## src/rtl/bram_log_pkg.sv

```systemverilog
// Shared state encoding and sizing helper for the BRAM capture/readout sequencer.
package bram_log_pkg;

  typedef enum logic [1:0] {
    IDLE    = 2'd0,
    CAPTURE = 2'd1,
    DONE    = 2'd2
  } state_t;

  function automatic int clogb2(input int depth);
    int r;
    int d;
    r = 0;
    d = depth;
    while (d > 0) begin
      r = r + 1;
      d = d >> 1;
    end
    return r;
  endfunction

endpackage

```

## src/rtl/bram_log_ctrl_rdpipe.sv

```systemverilog
// Read-valid delay line: one bit per cycle of request-to-data latency, flushable.
module bram_log_rdpipe #(
  parameter int STAGES = 3
) (
  input  logic clk,
  input  logic rst_n,
  input  logic flush,
  input  logic req,
  output logic vld
);

  logic [STAGES-1:0] vld_p;

  always_ff @(posedge clk or negedge rst_n) begin
    if (!rst_n) begin
      vld_p <= '0;
    end else if (flush) begin
      vld_p <= '0;
    end else if (STAGES == 1) begin
      vld_p[0] <= req;
    end else begin
      vld_p <= {vld_p[STAGES-2:0], req};
    end
  end

  assign vld = vld_p[STAGES-1];

endmodule

```

## src/rtl/bram_log_ctrl.sv

```systemverilog
// Capture/readout sequencer owning the single port of a no-change BRAM.
// Optional macro BRAM_LOG_CIRCULAR_EN: wrap-around capture with i_stop / o_wr_ptr.
module bram_log_ctrl
  import bram_log_pkg::*;
#(
  parameter int RAM_WIDTH  = 18,
  parameter int RAM_DEPTH  = 1024,
  parameter int RD_LATENCY = 2,
  localparam int ADDR_W    = clogb2(RAM_DEPTH - 1)
) (
  input  logic                 clk,
  input  logic                 rst_n,
  input  logic                 i_start,
  input  logic                 i_clear,
  input  logic                 i_valid,
  input  logic [RAM_WIDTH-1:0] i_data,
  input  logic                 i_rd_req,
  input  logic [ADDR_W-1:0]    i_rd_addr,
`ifdef BRAM_LOG_CIRCULAR_EN
  input  logic                 i_stop,
  output logic [ADDR_W-1:0]    o_wr_ptr,
`endif
  output logic [RAM_WIDTH-1:0] o_rd_data,
  output logic                 o_rd_valid,
  output logic                 o_full,
  output logic                 o_busy,
  output logic [ADDR_W:0]      o_count,
  output logic                 o_ram_en,
  output logic                 o_ram_we,
  output logic                 o_ram_regce,
  output logic                 o_ram_rst,
  output logic [ADDR_W-1:0]    o_ram_addr,
  output logic [RAM_WIDTH-1:0] o_ram_din,
  input  logic [RAM_WIDTH-1:0] i_ram_dout
);

  localparam logic [ADDR_W-1:0] LAST_ADDR = ADDR_W'(RAM_DEPTH - 1);
  localparam logic [ADDR_W:0]   FULL_CNT  = (ADDR_W + 1)'(RAM_DEPTH);

  state_t              state, state_nxt;
  logic [ADDR_W-1:0]   wr_addr, wr_addr_nxt;
  logic [ADDR_W:0]     count_nxt;
  logic                wr_req, rd_req;

  // Clear beats start; start beats everything else, including a pending read.
  always_comb begin
    state_nxt   = state;
    wr_addr_nxt = wr_addr;
    count_nxt   = o_count;
    wr_req      = 1'b0;
    rd_req      = 1'b0;
    if (i_clear) begin
      state_nxt   = IDLE;
      wr_addr_nxt = '0;
      count_nxt   = '0;
    end else if (i_start) begin
      state_nxt   = CAPTURE;
      wr_addr_nxt = '0;
      count_nxt   = '0;
    end else begin
      case (state)
        CAPTURE: begin
          if (i_valid) begin
            wr_req      = 1'b1;
            wr_addr_nxt = (wr_addr == LAST_ADDR) ? '0 : wr_addr + 1'b1;
`ifdef BRAM_LOG_CIRCULAR_EN
            if (o_count != FULL_CNT) count_nxt = o_count + 1'b1;
`else
            count_nxt = o_count + 1'b1;
            if (wr_addr == LAST_ADDR) state_nxt = DONE;
`endif
          end
`ifdef BRAM_LOG_CIRCULAR_EN
          if (i_stop) state_nxt = DONE;
`endif
        end
        DONE:    rd_req = i_rd_req;
        default: ;
      endcase
    end
  end

  // RAM port is fully registered: requests land on the port one cycle later.
  always_ff @(posedge clk or negedge rst_n) begin
    if (!rst_n) begin
      state      <= IDLE;
      wr_addr    <= '0;
      o_count    <= '0;
      o_ram_en   <= 1'b0;
      o_ram_we   <= 1'b0;
      o_ram_rst  <= 1'b0;
      o_ram_addr <= '0;
      o_ram_din  <= '0;
    end else begin
      state     <= state_nxt;
      wr_addr   <= wr_addr_nxt;
      o_count   <= count_nxt;
      o_ram_en  <= wr_req | rd_req;
      o_ram_we  <= wr_req;
      o_ram_rst <= i_clear;
      if (wr_req) begin
        o_ram_addr <= wr_addr;
        o_ram_din  <= i_data;
      end else if (rd_req) begin
        o_ram_addr <= i_rd_addr;
      end
    end
  end

  // One stage for the port register plus the RAM's own read latency.
  bram_log_rdpipe #(
    .STAGES(RD_LATENCY + 1)
  ) u_rdpipe (
    .clk  (clk),
    .rst_n(rst_n),
    .flush(i_clear),
    .req  (rd_req),
    .vld  (o_rd_valid)
  );

  assign o_rd_data   = o_rd_valid ? i_ram_dout : '0;
  assign o_ram_regce = 1'b1;
  assign o_full      = (state == DONE);
  assign o_busy      = (state == CAPTURE);
`ifdef BRAM_LOG_CIRCULAR_EN
  assign o_wr_ptr    = wr_addr;
`endif

endmodule

```

## config.mk

```make
export PLATFORM = sky130hd
export DESIGN_NAME = bram_log_ctrl
export DESIGN_NICKNAME = d
export VERILOG_FILES = /design/src/rtl/bram_log_pkg.sv /design/src/rtl/bram_log_ctrl_rdpipe.sv /design/src/rtl/bram_log_ctrl.sv
export SDC_FILE = /design/constraint.sdc
export NUM_CORES = 1
export LEC_CHECK = 0
export ABC_AREA = 1
export ABC_CLOCK_PERIOD_IN_PS = 1720
export CORE_ASPECT_RATIO = 0.75
export CORE_UTILIZATION = 43
export DETAILED_ROUTE_END_ITERATION = 10
export PLACE_DENSITY = 0.81
export SLEW_MARGIN = 20
export SYNTH_ARGS = -nofsm -noshare
export SYNTH_HDL_FRONTEND = slang
export SYNTH_SLANG_ARGS = --single-unit
```

## constraint.sdc

```tcl
create_clock -name clk -period 1.72 [get_ports clk]
set_clock_uncertainty 0.2 [all_clocks]
set_input_delay 0.172 -clock clk [delete_from_list [all_inputs] [get_ports clk]]
set_output_delay 0.172 -clock clk [all_outputs]
set_load 0.03 [all_outputs]
```

Run 1, the metal 1 layer:
Scale bar: 20 um.
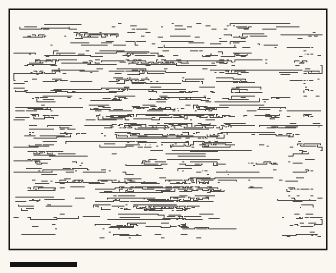
- share of all routed wire: 42%
- wire length on this layer: 3070 um

Run 1, wires at chosen ports, followed through buffers:
Scale bar: 20 um.
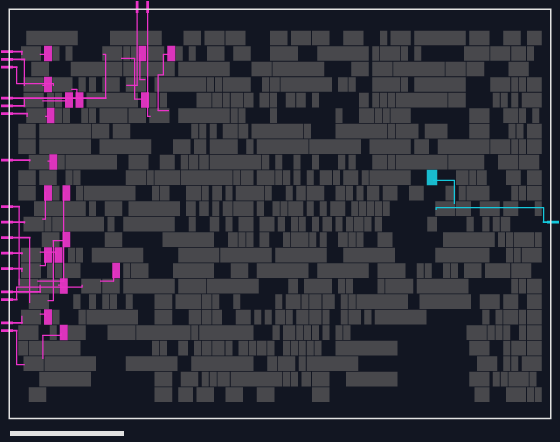
- magenta: i_data (bits 18; direction input; edge 16 left, 2 top; end cells 18; wire 251 um)
- cyan: i_rd_req (bits 1; direction input; edge right; end cells 1; wire 30.2 um)
Ports: 116
IO buf count: 114

Run 1, signal wires on met2:
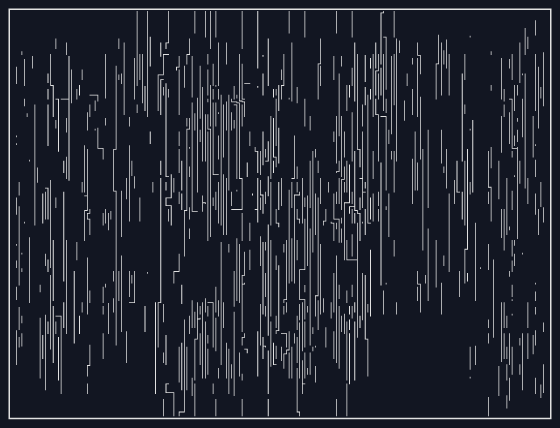
- main direction: vertical
- nets with wire on the layer: 435
- longest straight run: 27.0 um
vias after detailed routing: 2729
routed wire length: 7.370 mm
met2 Use GR: 37.09%

run 1: power groups by stage:
stage | Sequential (mW) | Clock (mW) | Combinational, mW
6_report | 1.64 | 1.41 | 1.08
3_5_place_dp | 1.66 | 0 | 1.22
5_1_grt | 1.66 | 1.52 | 1.17
3_3_place_gp | 1.66 | 0 | 1.20
4_1_cts | 1.64 | 1.44 | 1.09
2_1_floorplan | 2.03 | 0 | 0.220
run 1: metrics by stage:
stage | total power [mW] | hold slack [ns]
2_1_floorplan | 2.255 | -0.3236
3_3_place_gp | 2.862 | -0.02818
3_5_place_dp | 2.882 | -0.02631
4_1_cts | 4.171 | 0.1429
5_1_grt | 4.348 | 0.1763
6_report | 4.134 | 0.1386
run 1: cells by family (layout without fill, tap and decap cells):
logic type	count (synthesis)	in the layout	synth area share [%]
AOI/OAI and AO/OA	28	28	5.548
xor gates and xnor gates	4	4	1.263
adders and majority gates	2	2	0.9020
buffers and inverters	55	193	8.750
DFF	57	57	51.42
other	1	1	0.1352
and+or+nand+nor	209	209	31.98
run 1: repair_timing:
item | in CTS | in global routing
hold buffers | 1 | 0
buffers inserted | 0 | 0
resized | 43 | 12
hold endpoints to repair | 57 | 0
setup endpoints to repair | 47 | 18
run 1: metal layers:
layer  global-route usage, %  part of all wire (%)  wire (um)
met1                   28.31                    42       3074
met2                   37.09                    46       3386
met3                   10.51                    11        811
met4                   5.051                   1.3         97
met5                       0                     0          0
run 1: registers in the layout (all words and copies together) (netlist names):
signal	cells
o_ram_rst	1
o_count	11
o_ram_addr	10
wr_addr	10
o_ram_en	1
o_ram_din	18
o_ram_we	1
u_rdpipe.vld_p	3
state	2
run 1: cell type report:
type                    count  area share (%)
multi-input cells         244           26.53
clock inverters             2           1.407
well taps                  78           2.287
inverters                  43           3.782
flip-flops and latches     57           33.51
repair buffers            134           28.67
clock buffers              14           3.811
run 1: cells in the final DEF, fill, tap and decap left out, types with 3 or more instances in the layout:
cell type,netlist,layout
dfrtp_1,57,54
o21ai_0,12,12
nand3_1,14,14
inv_2,2,3
inv_1,41,40
clkbuf_8,0,11
clkbuf_1,2,3
dlygate4sd2_1,0,40
buf_4,2,35
o21bai_1,3,3
a21oi_1,10,10
clkdlybuf4s50_1,0,50
nor2_1,49,48
buf_12,0,3
nand4_1,10,10
nor3_2,3,4
dfrtp_2,0,3
nand2_1,124,123
run 1: worst min-delay path by stage:
stage           from           end  slack [ns]  cells after the start
6_report       rst_n  o_ram_din[7]        0.14                      2
3_3_place_gp   rst_n  o_ram_din[2]       -0.03                      1
4_1_cts        rst_n  o_ram_din[7]        0.14                      2
3_5_place_dp   rst_n  o_ram_din[3]       -0.03                      1
2_1_floorplan  rst_n    o_count[0]       -0.32                      0
5_1_grt        rst_n  o_ram_din[7]        0.18                      2
==> run notes, run 1 <==
fresh numbers from the pnr run: Flop pwr share 39.6%, die span in x 94.75 um, pre-CTS setup slack -0.06068 ns, drt pass-1 iters 4, Clock transition at path regs 0.07 ns, FF-to-FF path depth 8, flip-flops with a built-in enable 0, Synth Seq Share between 50% and 60%, all-layer global routing usage 22.96%, first-pass GRT wire length 11.86 mm, share of layout cells above drive strength 1 around 15%, Hold Crit Class in2async, Max Buffers Root-to-Sink 2, GP Congestion 0.8788, syn_nets between 400 and 500, Critical Path AT 1.25 ns, htree depth 3, Setup TNS Final 0 ns, total CTS buffers 9, Critical Path Stages 1, Yosys Instances ~360, Synth area leader dfrtp_1, Critical-path top delay cell dfrtp_1, crit path time final 1.617 ns, CP peak stage delay 0.47 ns, Placed Area 0.004064 sq mm, Commonest cells post-synth nand2_1, dfrtp_1, nor2_1, clk_lat worst skew roughly 0.34 ns, Max Cap Viol 0, gr ovfl total 0, RSZ-0062 raised after global routing no, root buffer cell clkbuf_8, Setup crit end kind primary output, Die ar. 0.006779 sq mm, fin area 0.004268 sq mm, # DRC 0, Int Pwr ~2.8 mW, area share, top type 51.42%, worst rel slew slack between 60 and 70%, final setup violation count 0, CTS tree done, detailed-placement wirelength estimate 5.341 mm, outcome finished clean, DRT antenna net count 0, # diodes 0, clock sinks about 57, Max Slew Vio Count 0, most numerous cell in the Yosys netlist nand2_1, Cell area leaders dfrtp_1, nand2_1, nor2_1, CP top delay family flip-flops, Util after Layout 71.06%
==> inputs of run 2 (changes only) <==
==> constraint.sdc (replaced) <==
create_clock -name clk -period 1.72 [get_ports clk]
set_clock_uncertainty 0.2 [all_clocks]
set_input_delay 0.516 -clock clk [delete_from_list [all_inputs] [get_ports clk]]
set_output_delay 0.516 -clock clk [all_outputs]
set_load 0.03 [all_outputs]
Run 2, congestion heat map:
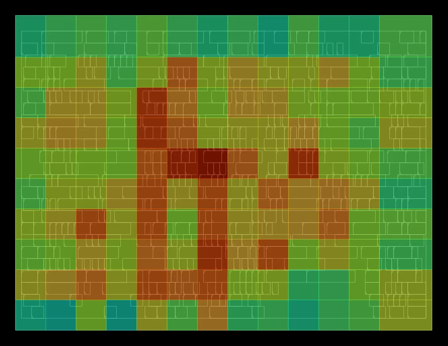
Util after Layout: 73.79%
gr busiest metal: met2
all-layer global routing usage: 23.00%

==> run 2 against run 1 <==
Effect of this change: the run now ends with negative setup slack left; worst setup slack worse by 0.24 ns; cell area is 3.8% higher; non-clock buffer count is 10 higher; routed wire length is 1.3% higher; clock power hardly changed; sequential share of layout area is 1.1 points lower; count of clock-buffer cells in the layout is 4 lower; die size stayed put; total power is 2.6% higher; register-to-register slack worse by 0.12 ns; highest routed layer unchanged.
==> run notes, run 2 <==
fresh numbers from the pnr run: worst min-delay path endpoint u_rdpipe.vld_p[1], root buffer cell clkbuf_8, FF-to-FF path depth 6 (-2), Setup TNS Final -2.416 ns (-2.416 ns), Flop pwr share 39.2% (-0.4 points), vias per cell 4.835, RSZ-0062 raised after global routing yes, max FFs per register 18 (unchanged), Yosys Instances 356 (unchanged), share of layout cells above drive strength 1 29.31% (+15 points), Cell area leaders dfrtp_1, nand2_1, nor2_1, Int Pwr 2.849 mW (+0.72%), Final WS setup -0.1414 ns, gr ovfl total 0 (unchanged), die span in x 94.75 um (unchanged), crit path time final 1.861 ns (+0.2442 ns), Ports 116 (unchanged), drt pass-1 iters 4 (unchanged), worst rel slew slack 60.69% (-5.3 points), Commonest cells post-synth nand2_1, dfrtp_1, nor2_1, first-pass GRT wire length 11.72 mm (-1.2%), pre-CTS setup slack -0.4403 ns (-0.3796 ns), Setup crit start kind flop, syn_nets 410 (unchanged), Die ar. 0.006779 sq mm (unchanged), Critical Path AT 1.15 ns (-0.10 ns), Max Cap Viol 0 (unchanged), most numerous cell in the Yosys netlist nand2_1, Top cell excl fill/tap nand2_1, largest register by flop count o_ram_din, Synth Seq Share 51.42% (unchanged), fin area 0.004432 sq mm (+3.8%), Syn Inst Count 356, failing checks negative setup slack, area share, top type 51.42% (unchanged), Setup crit end kind primary output, Hold Crit Class reg2reg, # diodes 0 (unchanged), hold depth 2, Netlist Area Pre-Place 0.002774 sq mm, dominant logic cell types in the final layout nand2_1, buf_4, dfrtp_1, nor2_1, clkdlybuf4s50_1, Max Buffers Root-to-Sink 2 (unchanged), Clock transition at path regs 0.06 ns (about the same), num rows 24, final setup violation count 21 (+21), FFs w/ async S/R, synth 100.0%, Power, Total 4.242 mW (+2.6%), outcome finished, violations left, Max Slew Vio Count 0 (unchanged), Placed Area 0.003998 sq mm (-1.6%), hold_sp u_rdpipe.vld_p[0], Top Registers o_ram_din: 18 flops, o_count: 11 flops, IO buf count 114 (unchanged), total CTS buffers 9 (unchanged), detailed-placement wirelength estimate 5.236 mm (-2.0%), VDD IR max ~0.76 mV, reg-to-reg critical path endpoint wr_addr[9], Synth area leader dfrtp_1
Run 2, the metal 4 layer:
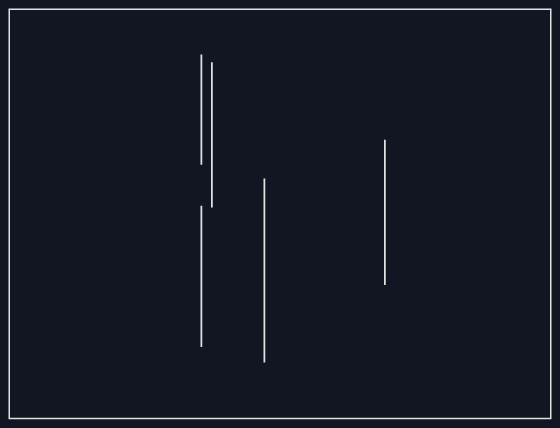
- main direction: vertical
- longest straight run: 32.0 um
- nets with wire on the layer: 3
routed wire length: 7.466 mm
vias after detailed routing: 2819

## run 2: cell counts after synthesis
No cell type changed its count.
## run 2: power groups by stage
stage	registers [mW]	clock network (mW)	logic, mW
after floorplan	2.03	0	0.220
after global placement	1.68	0	1.15
after detailed placement	1.67	0	1.18
after CTS	1.66	1.42	1.17
after global routing	1.68	1.47	1.26
final	1.66	1.40	1.18
## run 2: cell families (layout without fill, tap and decap cells)
logic type,count (synthesis),count (layout),share of synthesized area (%)
adder cells (fa/ha/maj),2,2,0.9020
flip-flops,57,57,51.42
XOR/XNOR,4,4,1.263
buffers and inverters,55,203,8.750
AND-OR/OR-AND,28,28,5.548
AND/OR/NAND/NOR,209,210,31.98
other,1,1,0.1352
## run 2: layout make-up
cell class,count,area (sq um),share of cell area [%]
sequential,57,1435,32.38
timing repair buffer,144,1351,30.49
multi-input combinational,245,1164,26.26
inverter,43,163.9,3.698
clock buffer,10,127.6,2.880
tap,78,97.59,2.202
clock inverter,6,92.59,2.089
## run 2: worst max-delay path by stage
stage / startpoint / end / slack (ns) / cells after the start
6_report: u_rdpipe.vld_p[2] / o_rd_data[14] / -0.14 / 4
5_1_grt: u_rdpipe.vld_p[2] / o_rd_data[6] / -0.20 / 4
4_1_cts: u_rdpipe.vld_p[2] / o_rd_data[14] / -0.15 / 4
3_5_place_dp: i_start / o_ram_addr[9] / -0.44 / 8
3_3_place_gp: i_start / o_ram_addr[1] / -0.39 / 7
2_1_floorplan: u_rdpipe.vld_p[2] / o_rd_data[10] / 0.008 / 4
## run 2: through the flow
step | hold WS, ns | util [%]
after global placement | 0.2370 | 66.56
after floorplan | 0.02041 | -
after global routing | 0.3039 | 73.79
after detailed placement | 0.2624 | 66.56
final | 0.2742 | 73.79
after CTS | 0.2717 | 72.52
## run 2: layer usage
metal	vias up	wire length, um	track usage (%)
met5	-	0	0
met4	0	125	9.596
met3	13	807	9.130
met2	127	3323	35.33
met1	1286	3210	29.01
li1	1393	-	-
## run 2: timing repair
item,CTS,global route
cloned,1,0
resized,50,19
setup endpoints to repair,47,46
setup buffers,5,4
pin swaps,3,4
hold buffers,1,0
endpoints found under the hold margin,57,0
## run 2: critical path, stage by stage (launching register included)
cell and delay, ns:
dfrtp_2 0.41, buf_12 0.15, nand2_1 0.08, inv_2 0.04, buf_6 0.12
==> inputs of run 3 (changes only) <==
- CORE_UTILIZATION: 43 -> 30
- DONT_BUFFER_PORTS: default -> 1
- PLACE_DENSITY: 0.81 -> default
Run 3, wires at chosen ports, followed through buffers:
Scale bar: 20 um.
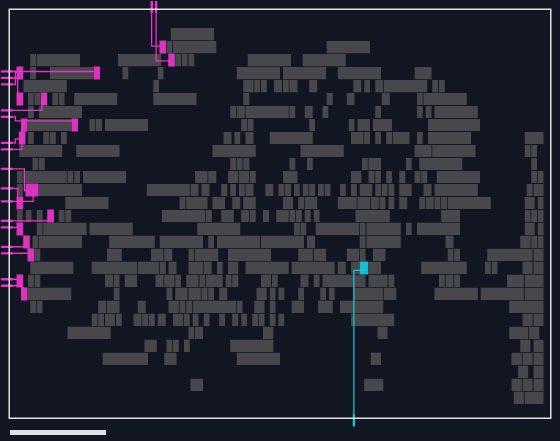
- cyan: i_rd_req (bits 1; direction input; edge bottom; end cells 1; wire 32.7 um)
- magenta: i_data (bits 18; direction input; edge 16 left, 2 top; end cells 18; wire 122 um)
IO buf count: 0

==> run 3 against run 2 <==
Effect of this change: the flow finishes with violations (negative hold slack, negative setup slack); cell count down 14%; routed wire length down 5.7%; sequential power up 24%; die size up 42%; critical endpoint is now o_rd_data[11].
==> run notes, run 3 <==
fresh numbers from the pnr run: clock sinks 57, DR WL met3 660 um (-18%), Max Cap Viol 0 (unchanged), Syn Inst Count 356 (unchanged), Hold Crit Class in2async, Yosys Instances 356 (unchanged), largest register by flop count o_ram_din, vias after detailed routing 2424 (-14%), share of layout cells above drive strength 1 24.55% (-4.8 points), Core ar. roughly 0.0087 sq mm, failing checks negative hold slack, negative setup slack, VDD IR max 0.8530 mV (+12%), final setup violation count 20 (-4.8%), vias per cell 4.858 (+0.46%), dominant logic cell types in the final layout nand2_1, dfrtp_1, nor2_1, buf_4, inv_1, CP peak stage delay 0.39 ns (-0.02 ns), # diodes 0 (unchanged), routed wire length 7.038 mm (-5.7%), Ports 116 (unchanged), syn_nets 410 (unchanged), num rows 29 (+21%), Power, Total 4.091 mW (-3.6%), register area 0.001433 sq mm (-0.17%), Final WS setup -0.04609 ns (+0.09528 ns), Synth Seq Share 51.42% (unchanged), Max Buffers Root-to-Sink 2 (unchanged), met2 wire length 3.128 mm (-5.9%), Commonest cells post-synth nand2_1, dfrtp_1, nor2_1, Synth area leader dfrtp_1, Top Metal Used met5, Max Slew Vio Count 0 (unchanged), root buffer cell clkbuf_16, die span in x 113.0 um (+19%), crit path from u_rdpipe.vld_p[2], Iter 0 DRT Violations 81, first-pass GRT wire length 11.68 mm (-0.36%), crit-path cells buf_6 > nand2_1 > inv_2, total CTS buffers 9 (unchanged), most numerous cell in the Yosys netlist nand2_1, crit path time final 1.766 ns (-0.09528 ns), WL met1 3.140 mm (-2.2%), Critical Path AT 1.05 ns (-0.10 ns), Setup crit end kind primary output, Top cell excl fill/tap nand2_1, gr ovfl total 0 (unchanged), Setup TNS Final -0.6060 ns (+1.810 ns), worst hold slack -0.3153 ns (-0.5895 ns), outcome finished, violations left, RSZ-0062 raised after global routing yes, Top Registers o_ram_din: 18 flops, o_count: 11 flops, Netlist Area Pre-Place 0.002774 sq mm (unchanged), max FFs per register 18 (unchanged), detailed-placement wirelength estimate 5.078 mm (-3.0%), Cell area leaders dfrtp_1, nand2_1, nor2_1, Die ar. 0.009639 sq mm (+42%), Clock transition at path regs 0.05 ns (about the same), Critical-path top delay cell dfrtp_2, FFs w/ async S/R, synth 100.0% (unchanged), area share, top type 51.42% (unchanged), Final Hold Fails around 57, Setup crit start kind flop
Run 3, congestion heat map:
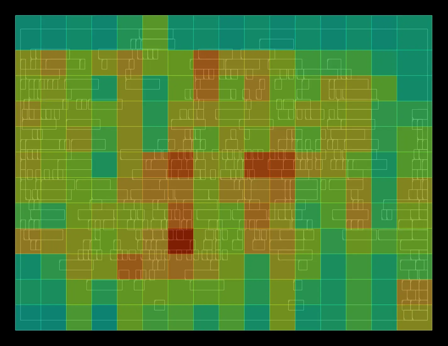
Util after Layout: 40.43%
all-layer global routing usage: 16.03%
M3 GR Usage: 7.714%
met2 Use GR: 23.65%

## run 3: cell count changes in the layout (fill, tap and decap cells not counted), sizes merged, moves of 2 or more
cell,before,now
clkdlybuf4s50,29,0
dlygate4sd2,20,0
clkinvlp,2,0
clkbuf,10,13
buf,93,30
## run 3: path summary, 6_finish.rpt
path / end / slack [ns] / depth (start not counted)
max: o_rd_data[11] / -0.05 / 3
min: o_ram_din[2] / -0.32 / 0
max reg2reg: wr_addr[6] / 0.10 / 9
min reg2reg: u_rdpipe.vld_p[2] / 0.26 / 2
max in group asynchronous: u_rdpipe.vld_p[2] / 1.52 / 0
min in group clk: u_rdpipe.vld_p[2] / 0.05 / 1
## run 3: logic make-up (layout without fill, tap and decap cells)
group | count (synthesis) | in the layout | share of synthesized area, %
flip-flops | 57 | 57 | 51.42
AND-OR/OR-AND | 28 | 28 | 5.548
AND/OR/NAND/NOR | 209 | 209 | 31.98
buffers and inverters | 55 | 90 | 8.750
other | 1 | 1 | 0.1352
adder cells (fa/ha/maj) | 2 | 2 | 0.9020
XOR/XNOR | 4 | 4 | 1.263
## run 3: critical path: cells and delay by family, from the launching register on
kind | cells | cell delay [ns]
flip-flops | 1 | 0.39
buffers and inverters | 2 | 0.27
AND/OR/NAND/NOR | 1 | 0.07
## run 3: routing by layer
| layer | vias up | track usage (%) |
|---|---|---|
| met3 | 10 | 7.714 |
| met4 | 2 | 5.383 |
| met2 | 110 | 23.65 |
| met1 | 1141 | 20.54 |
| li1 | 1161 | - |
| met5 | - | 0 |
## run 3: repair_timing
action                                 in CTS  in global routing
pin swaps                                   1                  0
setup endpoints to repair                  21                 39
cloned                                      0                  0
buffers inserted                            5                  0
gates resized                              26                 26
endpoints found under the hold margin      57                 58
## run 3: metrics by stage
step | cell area [sq um] | instances | worst slack (ns) | utilization [%] | hold slack (ns)
after floorplan | 2788 | 356 | 0.008478 | - | 0.02041
after global placement | 3047 | 477 | 0.07421 | 34.99 | 0.02205
after detailed placement | 3047 | 477 | 0.04450 | 34.99 | 0.02176
after CTS | 3433 | 498 | -0.05652 | 39.43 | -0.3361
after global routing | 3521 | 499 | -0.1067 | 40.43 | -0.3435
final | 3521 | 499 | -0.04609 | 40.43 | -0.3153
## run 3: where the power goes
| group | switching, mW | internal [mW] |
|---|---|---|
| clock network | 0.586 | 1.15 |
| logic | 0.171 | 0.119 |
| registers | 0.530 | 1.53 |
## run 3: final cells by class
cell class,count,share of cell area [%]
Inverter,43,5.508
Clock buffer,13,7.107
Multi-Input combinational cell,244,33.65
Clock inverter,3,1.137
Tap cell,108,3.838
Timing Repair Buffer,31,8.067
Sequential cell,57,40.69
Power is estimated from default activity; no workload was simulated.
